run_1/clock_map.png
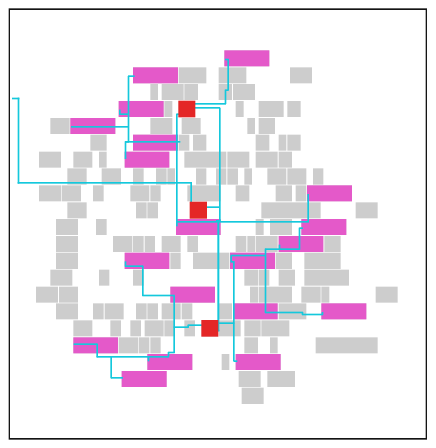
run_1/registers.png
Other sequential cells in the stronger grey, the rest of the logic in the fainter grey.
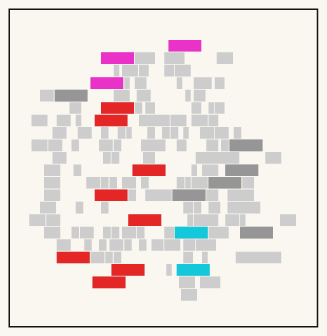
run_1/pdn.png
Pins as bars on the die edge. Tap cells in grey.
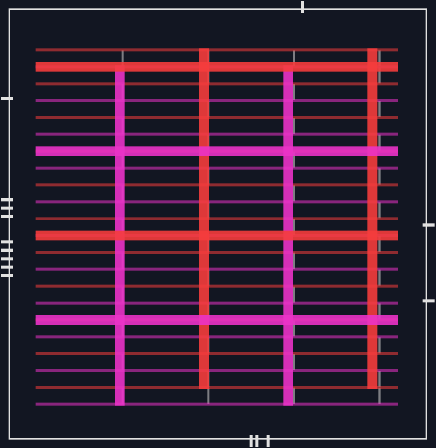
run_1/cell_classes.png
Scale bar: 20 µm.
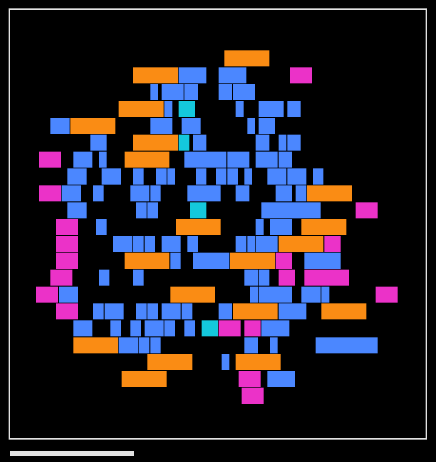
File: src/rtl/serial_pkg.sv
// serial_pkg: definitions shared by the serial link transmitter and receiver.
//   - FSM state encodings (3-bit)
//   - line levels for start, stop and idle
//   - cnt_width(): counter width helper (clog2 with a floor of 1 bit)
package serial_pkg;

  localparam logic [2:0] S_IDLE   = 3'd0;
  localparam logic [2:0] S_START  = 3'd1;
  localparam logic [2:0] S_DATA   = 3'd2;
  localparam logic [2:0] S_PARITY = 3'd3;
  localparam logic [2:0] S_STOP   = 3'd4;

  localparam logic START_LEVEL = 1'b0;
  localparam logic STOP_LEVEL  = 1'b1;
  localparam logic IDLE_LEVEL  = 1'b1;

  // Width of a counter that must hold 0..n-1. Never returns 0.
  function automatic int cnt_width(input int n);
    return (n > 1) ? $clog2(n) : 1;
  endfunction

endpackage

File: src/rtl/bit_timer.sv
// bit_timer: baud counter for the serial link.
//   clock    : rising-edge clock
//   reset    : synchronous active-high reset
//   run      : count while high; counter is held at 0 while low
//   tick     : high on the last cycle of each CLKS_PER_BIT bit period
//   pre_tick : high on the second-to-last cycle of a bit period
//              (never high when CLKS_PER_BIT == 1)
module bit_timer
  import serial_pkg::*;
#(
  parameter int CLKS_PER_BIT = 4
) (
  input  logic clock,
  input  logic reset,
  input  logic run,
  output logic tick,
  output logic pre_tick
);

  localparam int CW = cnt_width(CLKS_PER_BIT);
  localparam logic [CW-1:0] LAST = CW'(CLKS_PER_BIT - 1);
  localparam logic [CW-1:0] PRE  = CW'((CLKS_PER_BIT > 1) ? CLKS_PER_BIT - 2 : 0);

  logic [CW-1:0] cnt;

  always_ff @(posedge clock) begin
    if (reset || !run) cnt <= '0;
    else if (cnt == LAST) cnt <= '0;
    else cnt <= cnt + CW'(1);
  end

  assign tick     = run && (cnt == LAST);
  assign pre_tick = (CLKS_PER_BIT > 1) && run && (cnt == PRE);

endmodule

File: src/rtl/serial_tx.sv
// serial_tx: parallel-to-serial frame transmitter.
//   Frame on tx: start(0), DATA_WIDTH data bits LSB first, optional even
//   parity, stop(1). Each bit lasts CLKS_PER_BIT clocks.
//   clock   : rising-edge clock
//   reset   : synchronous active-high reset
//   data_in : word to send, sampled on load && ready
//   load    : send request
//   ready   : idle, a load is accepted this cycle
//   tx      : registered serial line, idles at 1
//   busy    : frame in progress (!ready)
//   done    : one-cycle pulse, coincides with ready rising
//
// The final cycle of the stop bit is spent in IDLE with done high, so a
// load presented alongside done starts the next frame with no gap. The
// STOP state therefore covers only CLKS_PER_BIT-1 cycles (left on
// pre_tick), and is skipped outright when CLKS_PER_BIT == 1.
module serial_tx
  import serial_pkg::*;
#(
  parameter int DATA_WIDTH   = 8,
  parameter int CLKS_PER_BIT = 4,
  parameter int PARITY_EN    = 1
) (
  input  logic                  clock,
  input  logic                  reset,
  input  logic [DATA_WIDTH-1:0] data_in,
  input  logic                  load,
  output logic                  ready,
  output logic                  tx,
  output logic                  busy,
  output logic                  done
);

  localparam int IW = cnt_width(DATA_WIDTH);
  localparam logic [IW-1:0] LAST_BIT = IW'(DATA_WIDTH - 1);
  // Where the last payload bit hands over to the stop bit.
  localparam logic       STOP_IN_IDLE = (CLKS_PER_BIT == 1);
  localparam logic [2:0] STOP_NEXT    = STOP_IN_IDLE ? S_IDLE : S_STOP;

  logic [2:0]            state;
  logic [DATA_WIDTH-1:0] shreg;
  logic                  par;
  logic [IW-1:0]         bidx;
  logic                  tick, pre_tick;

  assign ready = (state == S_IDLE);
  assign busy  = !ready;

  bit_timer #(.CLKS_PER_BIT(CLKS_PER_BIT)) u_timer (
    .clock    (clock),
    .reset    (reset),
    .run      (busy),
    .tick     (tick),
    .pre_tick (pre_tick)
  );

  always_ff @(posedge clock) begin
    if (reset) begin
      state <= S_IDLE;
      tx    <= IDLE_LEVEL;
      shreg <= '0;
      par   <= 1'b0;
      bidx  <= '0;
      done  <= 1'b0;
    end else begin
      done <= 1'b0;
      case (state)
        S_IDLE: if (load) begin
          state <= S_START;
          tx    <= START_LEVEL;
          shreg <= data_in;
          par   <= ^data_in;
          bidx  <= '0;
        end
        S_START: if (tick) begin
          state <= S_DATA;
          tx    <= shreg[0];
          shreg <= shreg >> 1;
        end
        S_DATA: if (tick) begin
          if (bidx == LAST_BIT) begin
            if (PARITY_EN != 0) begin
              state <= S_PARITY;
              tx    <= par;
            end else begin
              state <= STOP_NEXT;
              tx    <= STOP_LEVEL;
              done  <= STOP_IN_IDLE;
            end
          end else begin
            bidx  <= bidx + IW'(1);
            tx    <= shreg[0];
            shreg <= shreg >> 1;
          end
        end
        S_PARITY: if (tick) begin
          state <= STOP_NEXT;
          tx    <= STOP_LEVEL;
          done  <= STOP_IN_IDLE;
        end
        S_STOP: if (pre_tick) begin
          state <= S_IDLE;
          done  <= 1'b1;
        end
        default: begin
          state <= S_IDLE;
          tx    <= IDLE_LEVEL;
        end
      endcase
    end
  end

endmodule

File: config.mk
export PLATFORM = sky130hd
export DESIGN_NAME = serial_tx
export DESIGN_NICKNAME = d
export VERILOG_FILES = /design/src/rtl/serial_pkg.sv /design/src/rtl/bit_timer.sv /design/src/rtl/serial_tx.sv
export SDC_FILE = /design/constraint.sdc
export NUM_CORES = 1
export LEC_CHECK = 0
export CAP_MARGIN = 20
export CORE_AREA = 4 4 63 65
export DETAILED_ROUTE_END_ITERATION = 8
export DIE_AREA = 0 0 67 69
export PLACE_DENSITY_LB_ADDON = 0.15
export SYNTH_ARGS = -nofsm -noshare
export SYNTH_HDL_FRONTEND = slang
export SYNTH_SLANG_ARGS = --single-unit
File: constraint.sdc
create_clock -name clock -period 2.1 [get_ports clock]
set_input_delay 0.42 -clock clock [delete_from_list [all_inputs] [get_ports clock]]
set_output_delay 0.42 -clock clock [all_outputs]
set_load 0.01 [all_outputs]
==> impl_metrics.csv, run 1 <==
group,metric,value,unit
timing,fin_ws,0.0869,ns
grt,grtUsageMet2,19.1,%
yosys,synthArstFlopShare,0,%
setup_path,path_delay_family,"buffers and inverters",
yosys,adder_share,4.16,%
power,power,0.00163,W
setup_path,regToRegSetupSlack,0.33,ns
setup_path,r2r-start,"state[1]",
clock_tree,insertion_delay,0.31,ns
yosys,post-synth-top-area-cell,"dfxtp_1",
die,die_h,69,µm
timing,fin_hold_ws,0.463,ns
detailed_routing,drcViolationCount,0,
final_layout,layout.nets,155,
setup_path,max_stage_delay,0.57,ns
die,fp.coreArea,3340,µm²
grt,grt_use_met1,16.2,%
outcome,status,"finished clean",
clock_tree,clock_path_buffers,2,
placement,place_congestion,0.757,
yosys,yosys.cell_types.count,42,
detailed_routing,wl_met2,1230,µm
final_layout,num-fill-cells,351,
yosys,ys_sh_simple,22.4,%
final_layout,num-multi-input-gates,92,
detailed_routing,post_drt_wl_per_cell,14.0,µm
grt,busiest_layer,"met2",
About clock_map.png:
[magenta] flip-flops | count: 19
[cyan] clock wires | length: 297 µm
[red] cells driving clock nets | count: 3
routed clock nets: 4

About registers.png:
[red] shreg | placed flops: 8
[cyan] u_timer.cnt | placed flops: 2
[magenta] bidx | placed flops: 3
not coloured: 6

About pdn.png:
[red] VDD
[magenta] VSS
rows: 21
tap cells: 46

About cell_classes.png:
[cyan] clock drivers and dummy loads | cells: 4
[blue] all other logic | cells: 97
[magenta] other buffers and delay cells | cells: 19
[orange] flip-flops | cells: 19

run_1/final_congestion.png
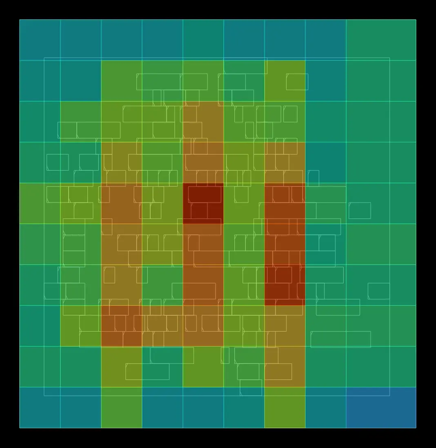

==> inputs of run 2 (changes only) <==
Settings changed: GPL_TIMING_DRIVEN set to 0.
run_2/final_congestion.png
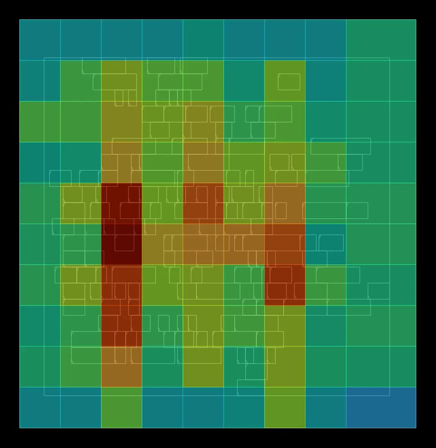
gr usage total: 11.8%
met2 Use GR: 18.0%
final core occ: 42.8%

==> run 2 against run 1 <==
Sequential share of layout area fell by 0.62 points. Fmax rose by 1.5%. Die size did not move. Wire length fell by 0.89%. First-iteration DRC count rose by 60%. Sequential cell count did not move. Worst hold slack improved by 0.0048 ns. Non-clock buffer count rose by 4. Critical endpoint is now busy. Largest cell class unchanged. Highest routed layer unchanged.
==> impl_metrics.csv, run 2 <==
group,metric,value,unit
yosys,yosys.area_share.aoi,18.2,%
setup_path,r2r-start,"bidx[0]",
die,fp.coreArea,3340,µm²
die,die_h,69,µm
clock_tree,post_cts_resized,0,
timing,fin_ws,0.117,ns
setup_path,cp.required,1.68,ns
yosys,post-synth-top-area-cell,"dfxtp_1",
setup_path,regToRegSetupSlack,0.31,ns
power,power,0.00167,W
detailed_routing,post_drt_wl_per_cell,13.5,µm
clock_tree,htreeDepth,1,
worst_hold_path,hold_depth,1,
detailed_routing,drt_wl_total,2560,µm
clock_tree,cts_setup_buffers,0,
placement,port-buffer-count,13,
timing,fin_hold_ws,0.467,ns
setup_path,crit_path_end_kind,"output port",
final_layout,num-fill-cells,349,
power,maxPowerGroup,"combinational cells",
yosys,synthArstFlopShare,0,%
timing,finalClockPeriodUsage,94.4,%
final_layout,layout.nets,159,
grt,busiest_layer,"met2",
clock_tree,clock_path_buffers,2,
yosys,adder_share,4.16,%
yosys,yosys.cell_types.count,42,
placement,placed_area,1390,µm²
clock_tree,root_buffer,"clkbuf_4",
placement,place_congestion,0.764,
setup_path,max_stage_delay,0.48,ns
detailed_routing,wl_met2,1150,µm
final_layout,top_register,"shreg",
detailed_routing,viasPerCell,5.17,
yosys,ys_sh_simple,22.4,%
run,warning_count,27,
power,powerDensity,1170,nW/µm²
final_layout,layout.nonclk_buf_share,15.6,%
die,die_w,67,µm
detailed_routing,drcViolationCount,0,
clock_tree,insertion_delay,0.29,ns
final_layout,clkbuf_count,3,
final_layout,num-multi-input-gates,92,
yosys,yosys-top-cells-count,"19 x dfxtp_1, 11 x nand3_1, 8 x nor3_1",
setup_path,arrival,1.56,ns
outcome,status,"finished clean",
setup_path,path_delay_family,"buffers and inverters",
grt,grt_use_met1,16.4,%
run_2/cell_classes.png
Scale bar: 20 µm.
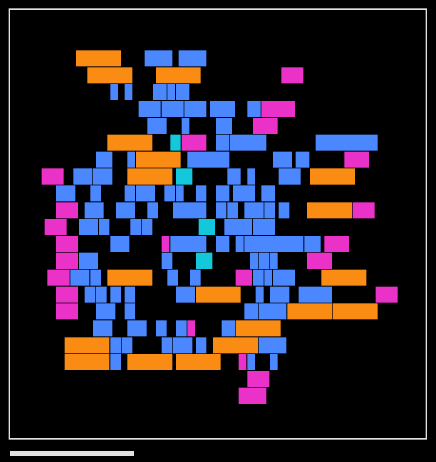

==> inputs of run 3 (changes only) <==
Settings changed: CORE_AREA 4 4 63 65 to 4 4 60 62, DIE_AREA 0 0 67 69 to 0 0 64 66, SYNTH_HIERARCHICAL set to 1.
run_3/cell_classes.png
Scale bar: 20 µm.
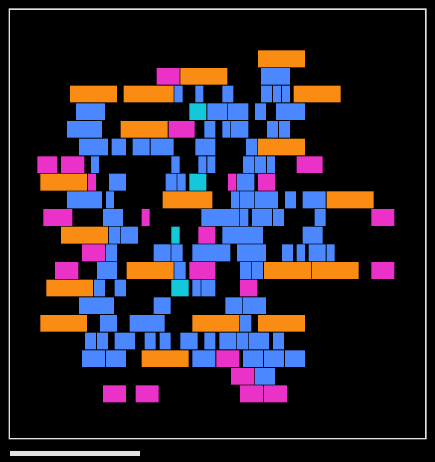
[magenta] other buffers and delay cells | cells: 23
[blue] all other logic | cells: 94
[cyan] clock drivers and dummy loads | cells: 4
[orange] flip-flops | cells: 19
sequential cell area share: 28.3%
core outline area: 3030 µm²
final design area excluding fillers: 1350 µm²
final core occ: 44.6%

==> run 3 against run 2 <==
Non-clock buffer count unchanged. Clock power increased by 6%. Fmax is 0.90% higher. Via count down 1.2%. Combinational power is 84% lower. Critical path type is now reg2reg. Largest power group is now registers. Largest cell class unchanged.
==> impl_metrics.csv, run 3 <==
group,metric,value,unit
setup_path,r2r-start,"state[0]",
power,powerDensity,552,nW/µm²
detailed_routing,drcViolationCount,0,
grt,grtUsageMet2,19.9,%
clock_tree,clock_path_buffers,2,
final_layout,num-fill-cells,303,
setup_path,regToRegSetupSlack,0.14,ns
timing,finalClockPeriodUsage,93.6,%
outcome,status,"finished clean",
placement,place_congestion,0.797,
clock_tree,cts_setup_buffers,1,
detailed_routing,post_drt_wl_per_cell,13.6,µm
placement,placed_area,1270,µm²
setup_path,max_stage_delay,0.39,ns
final_layout,clkbuf_count,4,
timing,fin_ws,0.135,ns
yosys,yosys.area_share.aoi,19.4,%
grt,grt_use_total,12.9,%
final_layout,layout.nets,156,
clock_tree,insertion_delay,0.30,ns
Power is estimated from default activity; no workload was simulated.
